### src/rtl/ex_op_sched.sv
// Execute-stage scheduler: issues decoded ops to ALU/memory/branch units and holds
// the pipeline for multi-cycle multiply/divide. Optional stall counter: EX_SCHED_STALL_CNT_EN.
module ex_op_sched #(
    parameter int MUL_LAT = 4,
    parameter int DIV_LAT = 8,
    parameter int CNT_W   = 4
) (
    input  logic        in_clk,
    input  logic        in_rst,
    input  logic        in_valid,
    input  logic [1:0]  in_fc2,
    input  logic [3:0]  in_fc4,
    input  logic        in_flush,
    output logic        out_ready,
    output logic        out_stall,
    output logic        out_alu_en,
    output logic        out_mem_en,
    output logic        out_br_en,
    output logic [3:0]  out_op,
    output logic [1:0]  out_cls,
    output logic        out_done,
    output logic        out_illegal,
    output logic [15:0] out_stall_cnt
);

    // state | meaning
    // IDLE  | ready to accept; single-cycle ops complete in the following cycle
    // BUSY  | multiply/divide in flight; counter runs down to completion
    typedef enum logic {IDLE, BUSY} state_t;

    localparam logic [CNT_W-1:0] MUL_LOAD = CNT_W'(MUL_LAT - 2);
    localparam logic [CNT_W-1:0] DIV_LOAD = CNT_W'(DIV_LAT - 2);
    localparam logic [CNT_W-1:0] CNT_ONE  = CNT_W'(1);

    state_t           state_q, state_d;
    logic [CNT_W-1:0] cnt_q, cnt_d;
    logic             alu_en_q, alu_en_d;
    logic             mem_en_q, mem_en_d;
    logic             br_en_q, br_en_d;
    logic             done_q, done_d;
    logic             illegal_q, illegal_d;
    logic [3:0]       op_q, op_d;
    logic [1:0]       cls_q, cls_d;
    logic             legal;
    logic             is_mul;
    logic             is_div;

    function automatic logic code_legal(input logic [1:0] cls, input logic [3:0] op);
        logic ok;
        ok = 1'b0;
        case (cls)
            2'b00:   ok = (op <= 4'd5) || ((op >= 4'd8) && (op <= 4'd11));
            2'b01:   ok = (op <= 4'd1);
            2'b10:   ok = (op <= 4'd2);
            default: ok = 1'b0;
        endcase
        return ok;
    endfunction

    assign legal  = code_legal(in_fc2, in_fc4);
    assign is_mul = (in_fc2 == 2'b00) && (in_fc4 == 4'b0100);
    assign is_div = (in_fc2 == 2'b00) && (in_fc4 == 4'b0101);

    always_comb begin
        state_d   = state_q;
        cnt_d     = cnt_q;
        alu_en_d  = 1'b0;
        mem_en_d  = 1'b0;
        br_en_d   = 1'b0;
        done_d    = 1'b0;
        illegal_d = 1'b0;
        op_d      = op_q;
        cls_d     = cls_q;
        // Flush dominates everything, including a completion on the same edge.
        if (in_flush) begin
            state_d = IDLE;
            cnt_d   = '0;
        end else begin
            case (state_q)
                IDLE: begin
                    if (in_valid) begin
                        op_d  = in_fc4;
                        cls_d = in_fc2;
                        if (!legal) begin
                            illegal_d = 1'b1;
                        end else if (is_mul || is_div) begin
                            alu_en_d = 1'b1;
                            state_d  = BUSY;
                            cnt_d    = is_div ? DIV_LOAD : MUL_LOAD;
                        end else begin
                            done_d = 1'b1;
                            case (in_fc2)
                                2'b00:   alu_en_d = 1'b1;
                                2'b01:   mem_en_d = 1'b1;
                                default: br_en_d  = 1'b1;
                            endcase
                        end
                    end
                end
                BUSY: begin
                    alu_en_d = 1'b1;
                    if (cnt_q == '0) begin
                        state_d = IDLE;
                        done_d  = 1'b1;
                    end else begin
                        cnt_d = cnt_q - CNT_ONE;
                    end
                end
                default: state_d = IDLE;
            endcase
        end
    end

    always_ff @(posedge in_clk or posedge in_rst) begin
        if (in_rst) begin
            state_q   <= IDLE;
            cnt_q     <= '0;
            alu_en_q  <= 1'b0;
            mem_en_q  <= 1'b0;
            br_en_q   <= 1'b0;
            done_q    <= 1'b0;
            illegal_q <= 1'b0;
            op_q      <= 4'h0;
            cls_q     <= 2'b00;
        end else begin
            state_q   <= state_d;
            cnt_q     <= cnt_d;
            alu_en_q  <= alu_en_d;
            mem_en_q  <= mem_en_d;
            br_en_q   <= br_en_d;
            done_q    <= done_d;
            illegal_q <= illegal_d;
            op_q      <= op_d;
            cls_q     <= cls_d;
        end
    end

    assign out_ready   = (state_q == IDLE);
    assign out_stall   = (state_q == BUSY);
    assign out_alu_en  = alu_en_q;
    assign out_mem_en  = mem_en_q;
    assign out_br_en   = br_en_q;
    assign out_done    = done_q;
    assign out_illegal = illegal_q;
    assign out_op      = op_q;
    assign out_cls     = cls_q;

`ifdef EX_SCHED_STALL_CNT_EN
    logic [15:0] stall_cnt_q, stall_cnt_d;

    always_comb begin
        stall_cnt_d = stall_cnt_q;
        if ((state_q == BUSY) && (stall_cnt_q != 16'hFFFF)) begin
            stall_cnt_d = stall_cnt_q + 16'd1;
        end
    end

    always_ff @(posedge in_clk or posedge in_rst) begin
        if (in_rst) begin
            stall_cnt_q <= 16'h0000;
        end else begin
            stall_cnt_q <= stall_cnt_d;
        end
    end

    assign out_stall_cnt = stall_cnt_q;
`else
    assign out_stall_cnt = 16'h0000;
`endif

endmodule

### config.mk
export PLATFORM = sky130hd
export DESIGN_NAME = ex_op_sched
export DESIGN_NICKNAME = d
export VERILOG_FILES = /design/src/rtl/ex_op_sched.sv
export SDC_FILE = /design/constraint.sdc
export NUM_CORES = 1
export LEC_CHECK = 0
export CAP_MARGIN = 20
export CORE_MARGIN = 5
export CORE_UTILIZATION = 41
export DETAILED_ROUTE_END_ITERATION = 7
export PLACE_DENSITY = 0.77
export SYNTH_ARGS = -nofsm -noshare
export SYNTH_HDL_FRONTEND = slang
export SYNTH_SLANG_ARGS = --single-unit
### constraint.sdc
create_clock -name in_clk -period 1.85 [get_ports in_clk]
set_clock_uncertainty 0.05 [all_clocks]
set_input_delay 0.37 -clock in_clk [delete_from_list [all_inputs] [get_ports in_clk]]
set_output_delay 0.37 -clock in_clk [all_outputs]
set_load 0.05 [all_outputs]
==> run_1/m1.png <==
The bar under the picture is 20 um long.
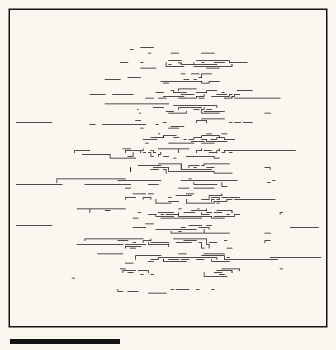
share of all routed wire: 34%
longest straight run: 12.9 um
main direction: horizontal
wire length on this layer: 704 um
DR vias: 784
met1 GRT Util: 0.128
final WL: 2.09 mm

==> run_1/m2.png <==
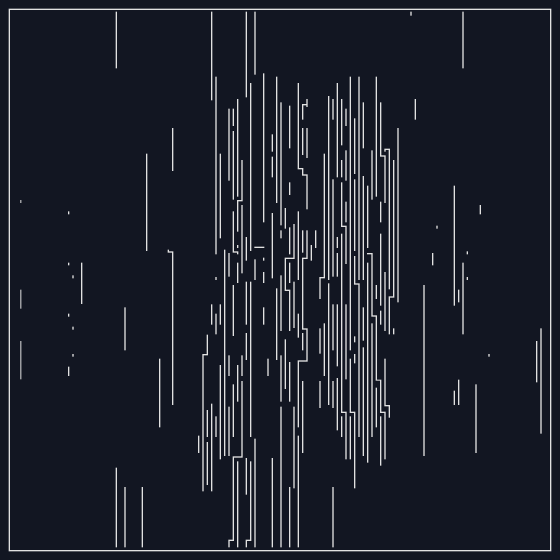
main direction: vertical
share of all routed wire: 56%
longest straight run: 28.9 um
nets with wire on the layer: 133

==> run_1/m3.png <==
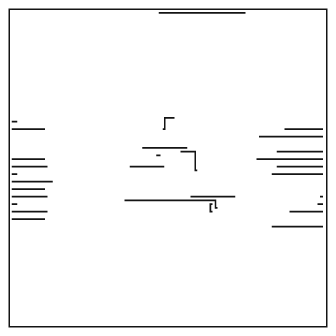
main direction: horizontal
share of all routed wire: 9.0%

==> results.json, run 1 <==
{
  "cts_tree": "yes",
  "ys_sh_simple": 0.205,
  "synth.distinct_cells": 32,
  "ys_top_cells_by_area": "dfrtp_1 (44%), buf_4 (14%), nand2_1 (9.4%), mux2_1 (3.7%), a21oi_1 (2.7%)",
  "ff_latch_area_sq_um": 400,
  "firstDrtPassIters": 4,
  "critical_path_depth": 7,
  "setup-violations-final": 0,
  "synth.area.mux_share": 0.0368,
  "drc": 0,
  "startpoint": "in_fc4[1]",
  "status": "finished, final reports clean",
  "synth_area_sq_um": 917,
  "fmax_mhz": 551,
  "worstPathArrival_ps": 1930,
  "nFillCells": 192,
  "largest_area_cell": "dfrtp_1",
  "powerDensity_nw_per_um2": 715,
  "wl_met3_um": 188,
  "drt_iter0_markers": 15,
  "die_w_um": 57.3,
  "numSynthFlops": 16,
  "grt_usage": 0.127,
  "maxSlewHeadroom": 0.605,
  "endpoint_kind": "flop",
  "drive_above_1_share": 0.292,
  "ys_area_sq_um": 917,
  "cts.reportedPaths.clkPinSlew_ps": 90,
  "finalSetupTns_ps": 0,
  "synth_cells": 101,
  "ys_cells": 101,
  "final-comb-area_sq_um": 422,
  "grt_pass1_wl_mm": 3.20,
  "r2r.worst_path.cells": 7,
  "cts.sinks": 16,
  "cp.buffers_inverters": 3,
  "cts_hold_buffers": 0,
  "worst_pin_slew_ps": 591,
  "grt-ovfl-total": 0,
  "place_area_sq_um": 1180,
  "clk_path_buf_depth": 2,
  "syn2layout_area_growth_pct": 33.7,
  "max_stage_delay_ps": 430,
  "crit_end": "cnt_q[1]$_DFFE_PP0P_",
  "critPathKind": "in2reg",
  "fin_ws_ps": 33.9,
  "crit_family": "buffers and inverters",
  "hold_viol": 0,
  "hpwl_mm": 1.65,
  "yosysWarningCount": 0,
  "timing.final.crit_share": 0.982,
  "fp.dieH_um": 57.3,
  "worstHoldPathType": "in2async",
  "maxSlewViolCount": 0,
  "ys_async_sr_fraction": 1.00,
  "m1WireLength_um": 704,
  "worst_r2r_startpoint": "cnt_q[1]$_DFFE_PP0P_",
  "htreeDepth": 1,
  "yosys.area.top_type_share": 0.437,
  "p_leak_nw": 0.647,
  "wire_per_inst_um": 12.7,
  "synthXorXnorAreaFrac": 0.00955,
  "path_max_fanout": 3,
  "dieArea_sq_um": 3280,
  "via_per_inst": 4.75,
  "rows": 17,
  "required_ps": 1960,
  "cts_root_buffer": "clkbuf_4",
  "common_cells": "nand2_1 (23), buf_4 (17), dfrtp_1 (16)",
  "io_pins": 39,
  "adder_share": 0.0273,
  "yosysSeqAreaShare": 0.437,
  "fin_area_sq_um": 1230,
  "reg2reg_slack_ps": 60,
  "place_congestion": 0.925,
  "cts_buffers": 3,
  "critical_path.most_common_cell": "buf_4",
  "synth-edff-count": 0,
  "avgSynthCellArea_sq_um": 9.08,
  "ff_type": "dfrtp_1",
  "clock.latency.late_pin_ps": 280,
  "reg2reg_to": "cnt_q[1]$_DFFE_PP0P_",
  "core_sq_um": 2170,
  "grt_antenna_before_repair": 0,
  "nNetsFinal": 151,
  "aoi_share": 0.101,
  "highest_layer": "met4",
  "grt_pass1_vias": 749,
  "ir_drop_uv": 464,
  "dr_wl_met2_mm": 1.17,
  "pre_cts_slack_ps": -273,
  "fp-utilization": 0.423,
  "ant_nets": 0,
  "cap_violations": 0,
  "grt_max_degree": 17,
  "yosysMostFrequentCell": "nand2_1",
  "port_buffers": 22,
  "synthTopLogicFamily": "simple AND/OR/NAND/NOR gates",
  "worst_path_max_delay_cell": "clkdlybuf4s50_1",
  "warning_count": 27,
  "path_cells": "clkdlybuf4s50_1 -> buf_4 -> nor2_2 -> nand4_1 -> a21oi_2 -> buf_4 -> mux2_1",
  "fin_crit_ps": 1820,
  "worst_setup_path_start_kind": "input port",
  "diodes": 0
}
run 1: metrics by stage:
| stage | util | hold slack [ps] | total power [mW] | std cells |
|---|---|---|---|---|
| floorplan | - | 234 | 0.623 | 116 |
| global placement | 0.544 | 411 | 0.687 | 161 |
| detailed placement | 0.544 | 425 | 0.694 | 161 |
| CTS | 0.554 | 428 | 0.874 | 164 |
| global route | 0.565 | 465 | 0.917 | 165 |
| finish | 0.565 | 406 | 0.877 | 165 |
run 1: per-layer routing:
metal,up-vias,track usage
met5,-,0
met4,0,0.0430
met3,2,0.0385
met2,38,0.243
met1,368,0.128
li1,376,-
run 1: repair_timing:
item / 4_1_cts / 5_1_grt
endpoints found under the setup margin: 0 / 3
resized: 0 / 7
setup buffers: 0 / 1
run 1: cell type report:
class / instances / area share
multi-input combinational: 76 / 0.344
sequential: 16 / 0.327
timing repair buffer: 37 / 0.267
tap: 28 / 0.0286
clock buffer: 3 / 0.0184
inverter: 5 / 0.0153
run 1: cell families (layout without fill, tap and decap cells):
logic type / Yosys count / in the layout
other: 1 / 16
xor gates and xnor gates: 1 / 1
and+or+nand+nor: 40 / 40
AOI/OAI and AO/OA: 14 / 14
DFF: 16 / 16
muxes: 3 / 3
buffers and inverters: 24 / 45
adders and majority gates: 2 / 2
run 1: power by group:
group / switching, mW / leakage [nW] / total, mW / internal [mW]
Clock: 0.106 / 0.0138 / 0.181 / 0.0754
Combinational: 0.217 / 0.423 / 0.310 / 0.0931
Sequential: 0.0134 / 0.210 / 0.386 / 0.373
run 1: layout by cell type (no fill, tap or decap), types with 2 or more instances in the layout:
cell type,n
conb_1,16
ha_1,2
buf_12,2
buf_4,26
clkbuf_4,3
clkdlybuf4s50_1,8
a21oi_1,4
nand2_1,23
inv_1,4
dfrtp_1,16
nor2_2,4
mux2_1,3
nor2_1,3
==> run 2: changes to the inputs <==
SKIP_LAST_GASP = 1   (was unset)
==> run 2 against run 1 <==
  * Via count is the same
  * Highest routed layer unchanged
  * Hold slack unchanged
  * Utilization stayed put
  * Count of clock-buffer cells in the layout is the same
  * Sequential share of layout area is the same
  * Combinational power about the same
  * Final cell count unchanged
  * Non-clock buffer count unchanged
  * Register-to-register slack is essentially flat
  * First-iteration DRC count did not move
  * Wire length did not move
  * Total power stayed put
==> results.json, run 2 <==
{
  "setup-violations-final": 0,
  "hold_viol": 0,
  "syn2layout_area_growth_pct": 33.7,
  "port_buffers": 22,
  "avgSynthCellArea_sq_um": 9.08,
  "cts.reportedPaths.clkPinSlew_ps": 90,
  "crit_end": "cnt_q[1]$_DFFE_PP0P_",
  "path_cells": "clkdlybuf4s50_1 -> buf_4 -> nor2_2 -> nand4_1 -> a21oi_2 -> buf_4 -> mux2_1",
  "endpoint_kind": "flop",
  "critical_path.most_common_cell": "buf_4",
  "pwr-share-clk": 0.206,
  "critPathKind": "in2reg",
  "firstDrtPassIters": 4,
  "fin_crit_ps": 1820,
  "critical_path_depth": 7,
  "drt_iter0_markers": 15,
  "synth_area_sq_um": 917,
  "wire_per_inst_um": 12.7,
  "drc": 0,
  "required_ps": 1960,
  "grt_pass1_wl_mm": 3.20,
  "swShare": 0.383,
  "clock.latency.late_pin_ps": 280,
  "grt_antenna_before_repair": 0,
  "core_sq_um": 2170,
  "r2r.worst_path.cells": 7,
  "dieArea_sq_um": 3280,
  "grt_usage": 0.127,
  "fin_cells": 165,
  "drive_above_1_share": 0.292,
  "fp.dieH_um": 57.3,
  "cts_tree": "yes",
  "grt_pass1_vias": 749,
  "worst_pin_slew_ps": 591,
  "ys_async_sr_fraction": 1.00,
  "grt_max_degree": 17,
  "rows": 17,
  "ys_top_cells_by_area": "dfrtp_1 (44%), buf_4 (14%), nand2_1 (9.4%), mux2_1 (3.7%), a21oi_1 (2.7%)",
  "fmax_mhz": 551,
  "yosysMostFrequentCell": "nand2_1",
  "yosysSeqAreaShare": 0.437,
  "synth.distinct_cells": 32,
  "nNetsFinal": 151,
  "pwr-share-seq": 0.440,
  "warning_count": 27,
  "ys_area_sq_um": 917,
  "path_max_fanout": 3,
  "worstHoldPathType": "in2async",
  "max_stage_delay_ps": 430,
  "wirelength_mm": 2.09,
  "ant_nets": 0,
  "cp.buffers_inverters": 3,
  "p_int_mw": 0.541,
  "yosys.area.top_type_share": 0.437,
  "diodes": 0,
  "grt-ovfl-total": 0,
  "synth_cells": 101,
  "timing.final.crit_share": 0.982,
  "reg2reg_slack_ps": 60,
  "p_total_mw": 0.877,
  "htreeDepth": 1,
  "powerDensity_nw_per_um2": 715,
  "dp_cells": 161,
  "crit_family": "buffers and inverters",
  "cts.sinks": 16,
  "largest_area_cell": "dfrtp_1",
  "status": "finished, final reports clean",
  "cts_root_buffer": "clkbuf_4",
  "worstPathArrival_ps": 1930,
  "yosysWarningCount": 0,
  "ys_cells": 101,
  "reg2reg_to": "cnt_q[1]$_DFFE_PP0P_",
  "common_cells": "nand2_1 (23), buf_4 (17), dfrtp_1 (16)",
  "synth-edff-count": 0,
  "io_pins": 39,
  "ir_drop_uv": 464
}
==> run 2: cell counts after synthesis <==
Identical to the previous run, type by type.
==> run 2: power groups by stage <==
stage	registers (mW)	clock network, mW	logic (mW)
after floorplan	0.464	0	0.159
after global placement	0.393	0	0.294
after detailed placement	0.394	0	0.300
after CTS	0.387	0.187	0.300
after global routing	0.389	0.199	0.329
final	0.386	0.181	0.310
==> run 2: area by class of cell <==
class                   instances  area (sq um)
flip-flops and latches         16           400
multi-input cells              76           422
inverters                       5          18.8
fillers                       192           943
clock buffers                   3          22.5
repair buffers                 37           328
well taps                      28          35.0
==> run 2: stage by stage <==
step / setup slack, ps / TNS, ps / area [sq um] / hold WS, ps / util
2_1_floorplan: 141 / 0 / 973 / 234 / -
3_3_place_gp: -220 / -672 / 1180 / 411 / 0.544
3_5_place_dp: -273 / -943 / 1180 / 425 / 0.544
4_1_cts: 18.4 / 0 / 1200 / 428 / 0.554
5_1_grt: -42.9 / -56.0 / 1230 / 465 / 0.565
6_report: 33.9 / 0 / 1230 / 406 / 0.565
==> run 2: per-layer routing <==
layer  wire length (um)  share of wire  GRT usage
met5                  0              0          0
met4                 25          0.012     0.0430
met3                188          0.090     0.0385
met2               1170           0.56      0.243
met1                704           0.34      0.128
==> run 2: timing repair <==
item	in CTS	in global routing
buffers inserted	0	1
endpoints found under the hold margin	0	0
resized	0	7
endpoints found under the setup margin	0	3
==> run 2: kinds of logic (layout without fill, tap and decap cells) <==
kind of cell	count (synthesis)	in the layout	share of synthesized area
adder cells (fa/ha/maj)	2	2	0.0273
AND/OR/NAND/NOR	40	40	0.205
multiplexers	3	3	0.0368
flip-flops	16	16	0.437
buffers and inverters	24	45	0.180
other	1	16	0.00409
XOR/XNOR	1	1	0.00955
AND-OR/OR-AND	14	14	0.101
==> run_2/m2.png <==
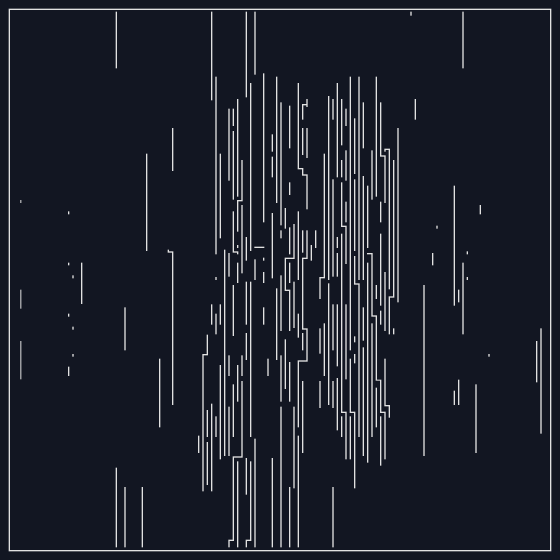
share of all routed wire: 56%
nets with wire on the layer: 133
wire length on this layer: 1170 um

Power figures rest on the tool's default switching activity, not on a simulated workload.
